--- config.mk ---
export PLATFORM = sky130hd
export DESIGN_NAME = stk_pipe_prev_ctrl
export DESIGN_NICKNAME = d
export VERILOG_FILES = /design/src/rtl/stk_pipe_prev_ctrl.sv
export SDC_FILE = /design/constraint.sdc
export NUM_CORES = 1
export LEC_CHECK = 0
export ABC_AREA = 1
export CAP_MARGIN = 40
export CORE_ASPECT_RATIO = 0.75
export CORE_MARGIN = 8
export CORE_UTILIZATION = 51
export CTS_BUF_LIST = sky130_fd_sc_hd__clkbuf_16
export DETAILED_ROUTE_END_ITERATION = 16
export PLACE_DENSITY = 0.77
export SLEW_MARGIN = 20
export SYNTH_ARGS = -nofsm -noshare
export SYNTH_HDL_FRONTEND = slang
export SYNTH_SLANG_ARGS = --single-unit
export TNS_END_PERCENT = 10
--- constraint.sdc ---
create_clock -name clk -period 2.2 [get_ports clk]
set_input_delay 0.44 -clock clk [delete_from_list [all_inputs] [get_ports clk]]
set_output_delay 0.44 -clock clk [all_outputs]
set_load 0.005 [all_outputs]
--- src/rtl/stk_pipe_prev_ctrl.sv ---
// Linked-list controller for the 1024x12 prev-pointer SRAM: CTX_N LIFO stacks
// plus a shared LIFO free list, all threaded through one single-port SRAM.
module stk_pipe_prev_ctrl #(
  parameter int unsigned CTX_N = 4,
  parameter int unsigned N     = 1024,
  localparam int unsigned CW   = (CTX_N > 1) ? $clog2(CTX_N) : 1,
  localparam int unsigned PW   = 10
) (
  input  logic             clk,
  input  logic             arst_n,
  input  logic             i_cmd_vld,
  input  logic             i_cmd_push,
  input  logic [CW-1:0]    i_cmd_ctx,
  output logic             o_cmd_rdy,
  output logic             o_rsp_vld,
  output logic [CW-1:0]    o_rsp_ctx,
  output logic [PW-1:0]    o_rsp_ptr,
  output logic             o_rsp_err,
  output logic [CTX_N-1:0] o_empty,
  output logic             o_full,
  output logic             o_busy_init,
  output logic [PW-1:0]    o_prev_addr,
  output logic [11:0]      o_prev_din,
  output logic             o_prev_ce,
  output logic             o_prev_oe,
  input  logic [11:0]      i_prev_dout
);

  typedef enum logic [2:0] {
    ST_RST_WAIT,
    ST_INIT,
    ST_IDLE,
    ST_PUSH_RD,
    ST_PUSH_WR,
    ST_POP_RD,
    ST_POP_WR
  } state_e;

  state_e            state_q, state_d;
  logic [PW-1:0]     head_q [CTX_N];
  logic [PW-1:0]     head_d [CTX_N];
  logic [CTX_N-1:0]  empty_q, empty_d;
  logic [PW-1:0]     free_head_q, free_head_d;
  logic [PW:0]       free_cnt_q, free_cnt_d;
  logic [PW-1:0]     init_cnt_q, init_cnt_d;
  logic [CW-1:0]     ctx_q, ctx_d;
  logic              rsp_vld_q, rsp_vld_d;
  logic [CW-1:0]     rsp_ctx_q, rsp_ctx_d;
  logic [PW-1:0]     rsp_ptr_q, rsp_ptr_d;
  logic              rsp_err_q, rsp_err_d;

  // Bit 11 of the SRAM word is reserved and never interpreted.
  logic              unused_dout_b11;
  assign unused_dout_b11 = i_prev_dout[11];

  always_comb begin
    state_d     = state_q;
    head_d      = head_q;
    empty_d     = empty_q;
    free_head_d = free_head_q;
    free_cnt_d  = free_cnt_q;
    init_cnt_d  = init_cnt_q;
    ctx_d       = ctx_q;
    rsp_vld_d   = 1'b0;
    rsp_ctx_d   = rsp_ctx_q;
    rsp_ptr_d   = rsp_ptr_q;
    rsp_err_d   = rsp_err_q;
    o_cmd_rdy   = 1'b0;
    o_busy_init = 1'b0;
    o_prev_addr = '0;
    o_prev_din  = '0;
    o_prev_ce   = 1'b0;
    o_prev_oe   = 1'b0;

    case (state_q)
      ST_RST_WAIT: begin
        init_cnt_d = '0;
        state_d    = ST_INIT;
      end

      ST_INIT: begin
        // Chain entry i to i+1; the last entry wraps to 0 and carries null.
        o_busy_init = 1'b1;
        o_prev_ce   = 1'b1;
        o_prev_addr = init_cnt_q;
        o_prev_din  = {1'b0, (init_cnt_q == '1), init_cnt_q + 10'd1};
        init_cnt_d  = init_cnt_q + 10'd1;
        if (init_cnt_q == '1) begin
          free_head_d = '0;
          free_cnt_d  = 11'(N);
          state_d     = ST_IDLE;
        end
      end

      ST_IDLE: begin
        o_cmd_rdy = 1'b1;
        if (i_cmd_vld) begin
          ctx_d = i_cmd_ctx;
          if ((i_cmd_push && (free_cnt_q == '0)) ||
              (!i_cmd_push && empty_q[i_cmd_ctx])) begin
            rsp_vld_d = 1'b1;
            rsp_ctx_d = i_cmd_ctx;
            rsp_ptr_d = '0;
            rsp_err_d = 1'b1;
          end else if (i_cmd_push) begin
            state_d = ST_PUSH_RD;
          end else begin
            state_d = ST_POP_RD;
          end
        end
      end

      ST_PUSH_RD: begin
        o_prev_ce   = 1'b1;
        o_prev_oe   = 1'b1;
        o_prev_addr = free_head_q;
        state_d     = ST_PUSH_WR;
      end

      ST_PUSH_WR: begin
        o_prev_ce      = 1'b1;
        o_prev_addr    = free_head_q;
        o_prev_din     = {1'b0, empty_q[ctx_q], head_q[ctx_q]};
        head_d[ctx_q]  = free_head_q;
        empty_d[ctx_q] = 1'b0;
        free_head_d    = i_prev_dout[PW-1:0];
        free_cnt_d     = free_cnt_q - 11'd1;
        rsp_vld_d      = 1'b1;
        rsp_ctx_d      = ctx_q;
        rsp_ptr_d      = free_head_q;
        rsp_err_d      = 1'b0;
        state_d        = ST_IDLE;
      end

      ST_POP_RD: begin
        o_prev_ce   = 1'b1;
        o_prev_oe   = 1'b1;
        o_prev_addr = head_q[ctx_q];
        state_d     = ST_POP_WR;
      end

      ST_POP_WR: begin
        o_prev_ce      = 1'b1;
        o_prev_addr    = head_q[ctx_q];
        o_prev_din     = {1'b0, (free_cnt_q == '0), free_head_q};
        free_head_d    = head_q[ctx_q];
        free_cnt_d     = free_cnt_q + 11'd1;
        head_d[ctx_q]  = i_prev_dout[PW-1:0];
        empty_d[ctx_q] = i_prev_dout[PW];
        rsp_vld_d      = 1'b1;
        rsp_ctx_d      = ctx_q;
        rsp_ptr_d      = head_q[ctx_q];
        rsp_err_d      = 1'b0;
        state_d        = ST_IDLE;
      end

      default: state_d = ST_RST_WAIT;
    endcase
  end

  always_ff @(posedge clk or negedge arst_n) begin
    if (!arst_n) begin
      state_q     <= ST_RST_WAIT;
      for (int unsigned i = 0; i < CTX_N; i++) head_q[i] <= '0;
      empty_q     <= '1;
      free_head_q <= '0;
      free_cnt_q  <= '0;
      init_cnt_q  <= '0;
      ctx_q       <= '0;
      rsp_vld_q   <= 1'b0;
      rsp_ctx_q   <= '0;
      rsp_ptr_q   <= '0;
      rsp_err_q   <= 1'b0;
    end else begin
      state_q     <= state_d;
      head_q      <= head_d;
      empty_q     <= empty_d;
      free_head_q <= free_head_d;
      free_cnt_q  <= free_cnt_d;
      init_cnt_q  <= init_cnt_d;
      ctx_q       <= ctx_d;
      rsp_vld_q   <= rsp_vld_d;
      rsp_ctx_q   <= rsp_ctx_d;
      rsp_ptr_q   <= rsp_ptr_d;
      rsp_err_q   <= rsp_err_d;
    end
  end

  assign o_rsp_vld = rsp_vld_q;
  assign o_rsp_ctx = rsp_ctx_q;
  assign o_rsp_ptr = rsp_ptr_q;
  assign o_rsp_err = rsp_err_q;
  assign o_empty   = empty_q;
  assign o_full    = (free_cnt_q == '0);

endmodule

run_1/gates.png
Scale: 4 px per um.
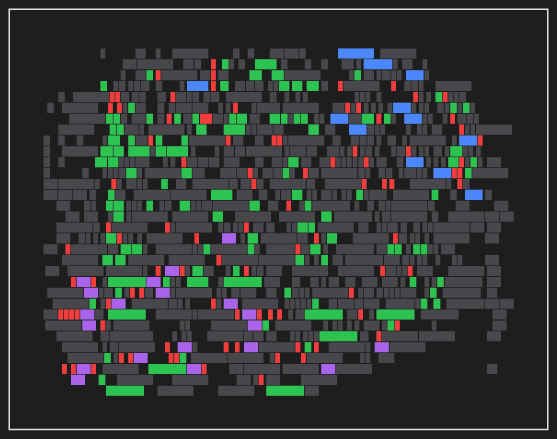
aoi and oai cells -> green  # cells 113
mux cells -> purple  # cells 20
inv cells -> red  # cells 93
fa/ha/maj cells -> blue  # cells 12, where north-east

run_1/m2.png
Scale: 2 px per um.
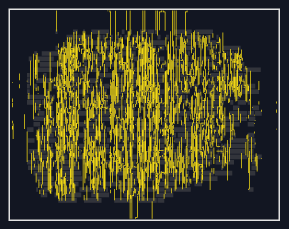
wire length on this layer = 7,620 um
share of all routed wire = 46%
longest straight run = 64.3 um
Routed WL: 16,700 um
GR Layer Usage met2: 35.9%

run_1/ff_map.png
Scale: 4 px per um. Other sequential cells in the stronger gray, the rest of the logic in the fainter gray.
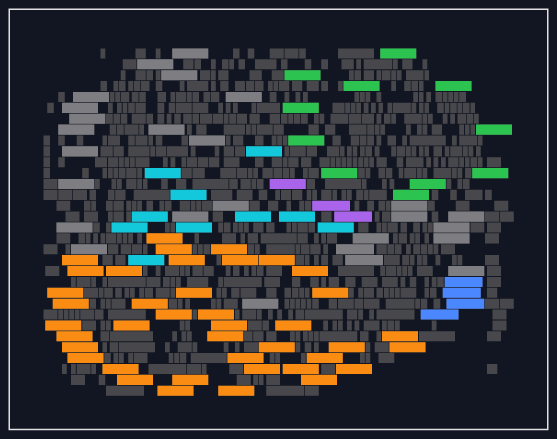
state_q -> purple  # placed flops 3
free_head_q -> cyan  # placed flops 10
o_empty -> blue  # placed flops 4
head_q -> orange  # placed flops 40
free_cnt_q -> green  # placed flops 11

==> results.txt, run 1 <==
fresh numbers from the pnr run: largest class combinational gates, pwr/cell area about 530 nW/um^2, flip-flops between 90 and 100, Non-Clock Buffer Count about 120, Seq group ~0.0017 W, cts bufs inserted 9, area leader, netlist dfrtp_1, critical path peak fanout 3, largest net degree at the start of global routing 35, reg-to-reg startpoint state_q[2], Reg area about 2400 sq um, Top pwr grp registers, Top-area cell share 42.1%, ClkCell Share between 4 and 5%, Worst Setup Slack, final -0.0431 ns, count of pins over their slew limit 0, async set-or-reset flop fraction in the synthesized netlist 100%, Ports approximately 63, RePlAce Congestion 0.909, #FFs+latches synth between 90 and 100, synth warn 0, max_cap viols 0, wire length on met2 around 7600 um, FF-to-FF End free_cnt_q[6], drt via density between 5 and 6, Tool Warnings 30, Final setup viols 18, Post-synth EDFFs 0, antenna fix cells 0, cell chain of the critical path ha_2 > nand2_2 > nor2_4 > buf_4 > nand3_1 > nand3_1 > nand3_1 > buf_2, met3 routed WL between 1000 and 1500 um, total combinational power approximately 0.00029 W, Most common reg cell dfrtp_1, non-clk buf share 14.4%, most common cell in the netlist nand2_1, Gate power share 7.8%, RSZ-0062 raised after global routing yes, Clock power frac between 40% and 50%, overall power around 0.0037 W, worst r2r path cells 12, highest routed layer met4, DRC viols 0, Critical Path End o_prev_din[8], critical path class reg2out, WP buf/inv 2, hold buffer count at cts 0, Worst Setup End Kind output pin, WP data required around 1.8 ns, clkbuf count 9, Mapped Avg Cell Area about 7.7 sq um, die height 105 um, clock tree buffer depth 2, Port-buffer cells about 60, crit-path most repeated cell nand3_1, initial detailed-routing violation count around 400, period utilization 102%, ys cells between 600 and 700, detailed-route via count ~5,400, WP depth 8, Crit path arrival time between 1.5 and 2 ns, CTS sink cnt about 94, placed cells slightly above 900, clock latency on the worst-skew pair approximately 0.36 ns, setup slack at placement -0.122 ns, slowest cell delay on critical path 0.38 ns, area grow syn2layout 31.6%, Simple Share, Synth 25.6%, chip width ~130 um, Well Taps 136, worst hold path class in2async, CTS tree yes, Fmax achieved about 0.45 GHz, DP Area about 6300 sq um, status finished with violations, Seq share, synth roughly 44%, adder share about 2.9%, Relative slew margins between 50% and 60%, Antenna Nets Post-Route 0, Period minus WS final around 2.2 ns, Power Internal 0.00276 W, failing checks setup timing, switching share of power between 20 and 30%, Critical Path Source init_cnt_q[0], yosys stat chip area 5350 sq um, sequential cell area share 33.6%, Seq pwr share roughly 47%, Compound Share, Synth roughly 14%, average wire per standard cell around 18 um, # fillers slightly above 800, Clock transition at path regs 0.08 ns, worst slew pin tran about 0.63 ns, met1 wire length approximately 7200 um, xor/xnor share less than 1%, Clk. pwr about 0.0017 W, Critical Path Start Type flop, final hold vios 0, CP top delay family simple AND/OR/NAND/NOR gates, Fin Setup TNS -0.376 ns, first-pass GRT wire length 26,500 um, core area 10,200 sq um, cell row count 32, Top cell excl fill/tap nand2_1
## run 1: state kept, by name, summed over array words and instances, names as in the netlist
signal       cells
head_q          40
o_empty          4
state_q          3
ctx_q            2
o_rsp_ctx        2
free_cnt_q      11
o_rsp_ptr       10
free_head_q     10
init_cnt_q      10
o_rsp_err        1
o_rsp_vld        1
## run 1: routing by layer
layer / global-route usage (%) / vias to the layer above
met2: 35.9 / 250
met5: 0 / -
met4: 7.27 / 0
li1: - / 2496
met3: 7.27 / 37
met1: 31.1 / 2570
## run 1: repair_timing
item                                    CTS  global route
pin swaps                                 8            28
setup buffers                             4            12
gates resized                           116            61
cloned                                    1             0
endpoints found under the setup margin   26            31
==> run 2, diff against run 1 <==
Settings changed: ABC_CLOCK_PERIOD_IN_PS from default to 1980.
Clock period 2.2 ns to 1.98 ns, I/O delays scaled along.
run_2/congestion_map.png
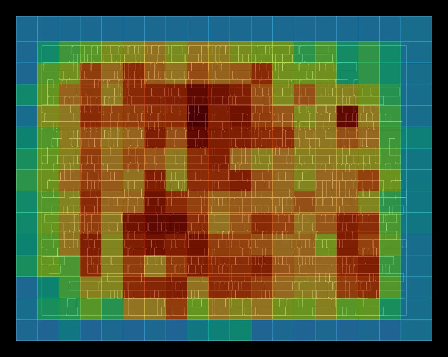
met1 usage: 34.7%
GR Layer Usage met2: 39.1%

==> results.txt, run 2 <==
fresh numbers from the pnr run: WP depth 8 (unchanged), Clock transition at path regs 0.07 ns (about the same), Most flops, register head_q, overall power 0.00430 W (+16%), biggest regs head_q (40), free_cnt_q (11), cell row count 32 (unchanged), most common cell in the netlist nand2_1, Fin Setup TNS -5.71 ns (-5.33 ns), post-cts sizing count 189 (+63%), average wire per standard cell 19.5 um (+11%), count of pins over their slew limit 0 (unchanged), sequential cell area share 29.3% (-4.3 points), drt via density 5.87 (+3.6%), area grow syn2layout 50.8%, Fmax achieved 0.444 GHz, yosys stat chip area 5350 sq um (unchanged), Simple Share, Synth 25.6% (unchanged), Top-area cell share 42.1% (unchanged), Antenna Nets Post-Route 0 (unchanged), CTS tree yes, flip-flops 94 (unchanged), Critical Path Start Type flop, ClkCell Share 4.30% (-0.15 points), Compound Share, Synth 13.6% (unchanged), first-pass GRT wire length 28,800 um (+9.0%), Worst Setup Slack, final -0.271 ns (-0.228 ns), FF-to-FF End free_cnt_q[6], Seq share, synth 44.1% (unchanged), Worst Setup End Kind output pin, Most common reg cell dfrtp_1, reg-to-reg startpoint state_q[2], largest net degree at the start of global routing 48 (+37%), total congestion overflow 0, slowest cell delay on critical path 0.48 ns (+0.10 ns), setup slack at placement -0.305 ns (-0.182 ns), synth warn 0 (unchanged), ys cells 694 (unchanged), WP buf/inv 3 (+1), Well Taps 136 (unchanged), max_cap viols 0 (unchanged), Port-buffer cells 60 (unchanged), detailed-route via count 5,914 (+10%), Crit path arrival time 1.86 ns (+0.06 ns), Routed WL 19,700 um (+18%), pwr/cell area 533 nW/um^2 (+0.99%), antenna fix cells 0 (unchanged), Post-CTS Setup Inserts 13 (+9), RePlAce Congestion 0.889 (-2.2%), status finished with violations, Mapped Area ~5400 sq um, die height 105 um (unchanged), Ports 63 (unchanged), Initial DRT Pass Iterations 5, post-synthesis cell type count around 40, critical path peak fanout 6 (+3), area leader, netlist dfrtp_1, critical path class reg2out, chip width 134 um (unchanged), RSZ-0062 raised after global routing yes, Final setup viols 32 (+14), worst r2r path cells 14 (+2), Reg area 2360 sq um (about the same), worst slew pin tran 0.606 ns (-0.0227 ns), largest class combinational gates, clock latency on the worst-skew pair 0.34 ns (-0.02 ns), xor/xnor share 0.327% (unchanged), core area 10,200 sq um (unchanged), Relative slew margins 59.2% (+1.2 points), worst hold path class in2async, hold buffer count at cts 1 (+1), Period minus WS final 2.25 ns, Post-synth EDFFs 0 (unchanged), flip-flop count of the largest register after layout 40 (unchanged), cell chain of the critical path inv_2 > nor2_4 > buf_6 > nand2_2 > o2111ai_4 > nand2_1 > o211ai_1 > buf_2, clock tree buffer depth 2 (unchanged), Top cell excl fill/tap nand2_1, CTS sink cnt 94 (unchanged), # fillers 644 (-21%), Non-Clock Buffer Count 186 (+51%), failing checks setup timing, #FFs+latches synth 94 (unchanged), cts bufs inserted 9 (unchanged), Critical Path Source ctx_q[0], async set-or-reset flop fraction in the synthesized netlist 100% (unchanged), initial detailed-routing violation count 706 (+79%), final hold vios 0 (unchanged), period utilization 114%, clkbuf count 9 (unchanged)
## run 2: metal layers
layer / share of wire, % / global-route usage (%) / wire [um] / up-vias
met5: 0 / 0 / 0 / -
met4: 2.9 / 8.23 / 578 / 0
met3: 11 / 7.13 / 2160 / 71
met2: 45 / 39.1 / 8800 / 403
met1: 41 / 34.7 / 8130 / 2824
li1: - / - / - / 2616
## run 2: power breakdown
group          switching (W)  internal, W
sequential        0.00000867      0.00192
combinational       0.000184     0.000150
clock               0.000792      0.00124
## run 2: metrics by stage
stage | utilization (%) | cells
2_1_floorplan | - | 694
3_3_place_gp | 65.4 | 957
5_1_grt | 78.7 | 1007
6_report | 78.7 | 1007
4_1_cts | 73.1 | 989
3_5_place_dp | 65.4 | 957
Power figures rest on the tool's default switching activity, not on a simulated workload.
